**src/rtl/osd_text_writer.sv**
```systemverilog
// Byte-stream text writer for CHR_GEN: keeps a text cursor, interprets CR/LF/BS/FF
// and turns printable bytes and screen clears into single-period VRAM write cycles.
module osd_text_writer #(
  parameter int          C_COLS_W     = 5,
  parameter int          C_ROWS       = 24,
  parameter logic [7:0]  C_BLANK_CHR  = 8'h20,
  parameter bit          C_CLR_ON_RST = 1'b1
) (
  input  logic                CK_i,
  input  logic                XSR_i,
  input  logic                CK_EE_i,
  input  logic [7:0]          DATs_i,
  input  logic                DAT_VALID_i,
  output logic                DAT_READY_o,
  output logic [7:0]          VRAM_WDs_o,
  output logic [9:0]          VRAM_WAs_o,
  output logic                VRAM_WE_o,
  output logic                BUSY_o,
  output logic [C_COLS_W-1:0] CUR_COLs_o,
  output logic [4:0]          CUR_ROWs_o
);

  localparam int                  C_CELLS   = C_ROWS * (1 << C_COLS_W);
  localparam logic [9:0]          C_LAST    = 10'(C_CELLS - 1);
  localparam logic [C_COLS_W-1:0] C_COL_MAX = {C_COLS_W{1'b1}};
  localparam logic [C_COLS_W-1:0] C_COL_ONE = {{(C_COLS_W-1){1'b0}}, 1'b1};
  localparam logic [4:0]          C_ROW_MAX = 5'(C_ROWS - 1);

  typedef enum logic [1:0] {
    S_IDLE = 2'd0,
    S_WR   = 2'd1,
    S_CLR  = 2'd2
  } state_t;

  state_t              state_q, state_d;
  logic [C_COLS_W-1:0] col_q, col_d;
  logic [4:0]          row_q, row_d;
  logic [9:0]          addr_q, addr_d;
  logic [7:0]          wd_q, wd_d;
  logic [9:0]          wa_q, wa_d;
  logic                we_q, we_d;

  function automatic logic [9:0] cell_addr(input logic [4:0] row, input logic [C_COLS_W-1:0] col);
    return (10'(row) << C_COLS_W) | 10'(col);
  endfunction

  function automatic logic [4:0] row_next(input logic [4:0] row);
    return (row == C_ROW_MAX) ? 5'd0 : row + 5'd1;
  endfunction

  always_comb begin
    state_d = state_q;
    col_d   = col_q;
    row_d   = row_q;
    addr_d  = addr_q;
    wd_d    = wd_q;
    wa_d    = wa_q;
    we_d    = we_q;
    if (CK_EE_i) begin
      case (state_q)
        S_IDLE: begin
          we_d = 1'b0;
          if (DAT_VALID_i) begin
            if (DATs_i >= 8'h20) begin
              wd_d    = DATs_i;
              wa_d    = cell_addr(row_q, col_q);
              we_d    = 1'b1;
              state_d = S_WR;
              if (col_q == C_COL_MAX) begin
                col_d = '0;
                row_d = row_next(row_q);
              end else begin
                col_d = col_q + C_COL_ONE;
              end
            end else begin
              case (DATs_i)
                8'h0D: col_d = '0;
                8'h0A: row_d = row_next(row_q);
                8'h08: begin
                  // BS at column 0 is a no-op: no wrap back to the previous row
                  if (col_q != '0) begin
                    col_d   = col_q - C_COL_ONE;
                    wd_d    = C_BLANK_CHR;
                    wa_d    = cell_addr(row_q, col_q - C_COL_ONE);
                    we_d    = 1'b1;
                    state_d = S_WR;
                  end else begin
                    col_d = col_q;
                  end
                end
                8'h0C: begin
                  addr_d  = 10'd0;
                  wd_d    = C_BLANK_CHR;
                  wa_d    = 10'd0;
                  we_d    = 1'b1;
                  state_d = S_CLR;
                end
                default: state_d = S_IDLE;
              endcase
            end
          end else begin
            state_d = S_IDLE;
          end
        end
        S_WR: begin
          we_d    = 1'b0;
          state_d = S_IDLE;
        end
        S_CLR: begin
          // WE still low means the sweep was entered from reset: cell 0 not yet written
          if (!we_q) begin
            addr_d = 10'd0;
            wd_d   = C_BLANK_CHR;
            wa_d   = 10'd0;
            we_d   = 1'b1;
          end else if (addr_q == C_LAST) begin
            we_d    = 1'b0;
            col_d   = '0;
            row_d   = 5'd0;
            state_d = S_IDLE;
          end else begin
            addr_d = addr_q + 10'd1;
            wd_d   = C_BLANK_CHR;
            wa_d   = addr_q + 10'd1;
            we_d   = 1'b1;
          end
        end
        default: begin
          we_d    = 1'b0;
          state_d = S_IDLE;
        end
      endcase
    end else begin
      state_d = state_q;
    end
  end

  always_ff @(posedge CK_i) begin
    if (!XSR_i) begin
      state_q <= C_CLR_ON_RST ? S_CLR : S_IDLE;
      col_q   <= '0;
      row_q   <= 5'd0;
      addr_q  <= 10'd0;
      wd_q    <= 8'd0;
      wa_q    <= 10'd0;
      we_q    <= 1'b0;
    end else begin
      state_q <= state_d;
      col_q   <= col_d;
      row_q   <= row_d;
      addr_q  <= addr_d;
      wd_q    <= wd_d;
      wa_q    <= wa_d;
      we_q    <= we_d;
    end
  end

  assign DAT_READY_o = XSR_i & (state_q == S_IDLE);
  assign BUSY_o      = (state_q != S_IDLE);
  assign VRAM_WDs_o  = wd_q;
  assign VRAM_WAs_o  = wa_q;
  assign VRAM_WE_o   = we_q;
  assign CUR_COLs_o  = col_q;
  assign CUR_ROWs_o  = row_q;

endmodule

```
**config.mk**
```make
export PLATFORM = sky130hd
export DESIGN_NAME = osd_text_writer
export DESIGN_NICKNAME = d
export VERILOG_FILES = /design/src/rtl/osd_text_writer.sv
export SDC_FILE = /design/constraint.sdc
export NUM_CORES = 1
export LEC_CHECK = 0
export CORE_ASPECT_RATIO = 2
export CORE_MARGIN = 2
export CORE_UTILIZATION = 45
export CTS_CLUSTER_DIAMETER = 80
export DETAILED_ROUTE_END_ITERATION = 16
export GPL_TIMING_DRIVEN = 0
export PLACE_DENSITY = 0.71
export SKIP_LAST_GASP = 1
export SYNTH_ARGS = -nofsm -noshare
export SYNTH_HDL_FRONTEND = slang
export SYNTH_SLANG_ARGS = --single-unit
```
**constraint.sdc**
```tcl
create_clock -name CK_i -period 2 [get_ports CK_i]
set_input_delay 0.4 -clock CK_i [delete_from_list [all_inputs] [get_ports CK_i]]
set_output_delay 0.4 -clock CK_i [all_outputs]
set_load 0.01 [all_outputs]
```
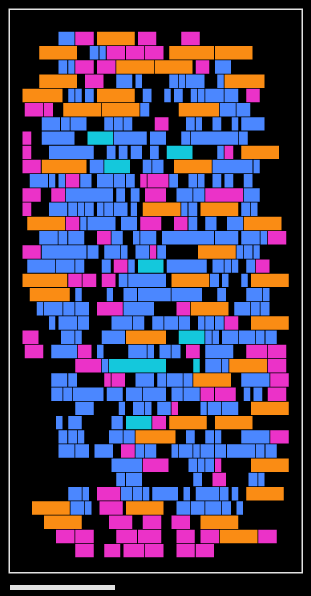
Figure 1: placement by cell class.
The bar under the picture is 20 um long.
clock drivers and dummy loads: shown in cyan, cells 8. remaining buffers and delay cells: shown in magenta, cells 80. combinational and other logic: shown in blue, cells 246. sequential cells: shown in orange, cells 41.

==> impl_metrics.json <==
{
  "die_area_um2": 5990,
  "critPathLaunch": "CUR_COLs_o[1]$_SDFFE_PN0P_",
  "worstHoldStart": "DATs_i[3]",
  "outcome": "complete, but fails checks",
  "top_cells_by_area": "dfxtp_1 (34%), a21oi_1 (5.2%), nand3_1 (4.8%)",
  "insertion_delay_ns": 0.30,
  "crit_slowest_cell": "dfxtp_4",
  "warnings": 29,
  "place_congestion": 0.928,
  "clkCellAreaFrac": 0.0331,
  "violations": "negative setup slack",
  "worst-path-stages": 10,
  "die_h_um": 107,
  "critical_path.top_delay_family": "AND-OR/OR-AND gates",
  "startpoint_type": "flop",
  "setup_ws_ns": -0.0425,
  "well_tap_count": 58,
  "antenna_cells": 0,
  "drt-total-wl_um": 8200,
  "n_all_buffers": 80,
  "htreeDepth": 2,
  "seqPwrFrac": 0.464,
  "drc": 0,
  "final_common_cell": "dfxtp_1",
  "setup_viol": 12,
  "clkTransAtPathRegs_ns": 0.08,
  "synth_adder_area_share": 0.0260,
  "top_cell": "dfxtp_1",
  "io_pins": 43,
  "first_pass_iters": 5
}
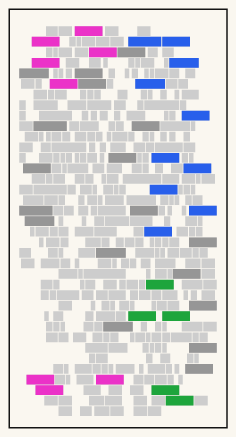
Figure 2: register map, names as in the netlist.
Other sequential cells in the stronger gray, the rest of the logic in the fainter gray.
addr_q: shown in blue, sequential cells 10. VRAM_WDs_o: shown in magenta, sequential cells 8. CUR_ROWs_o: shown in green, sequential cells 5, where south-east.
Another 18 sequential cells are not colored.

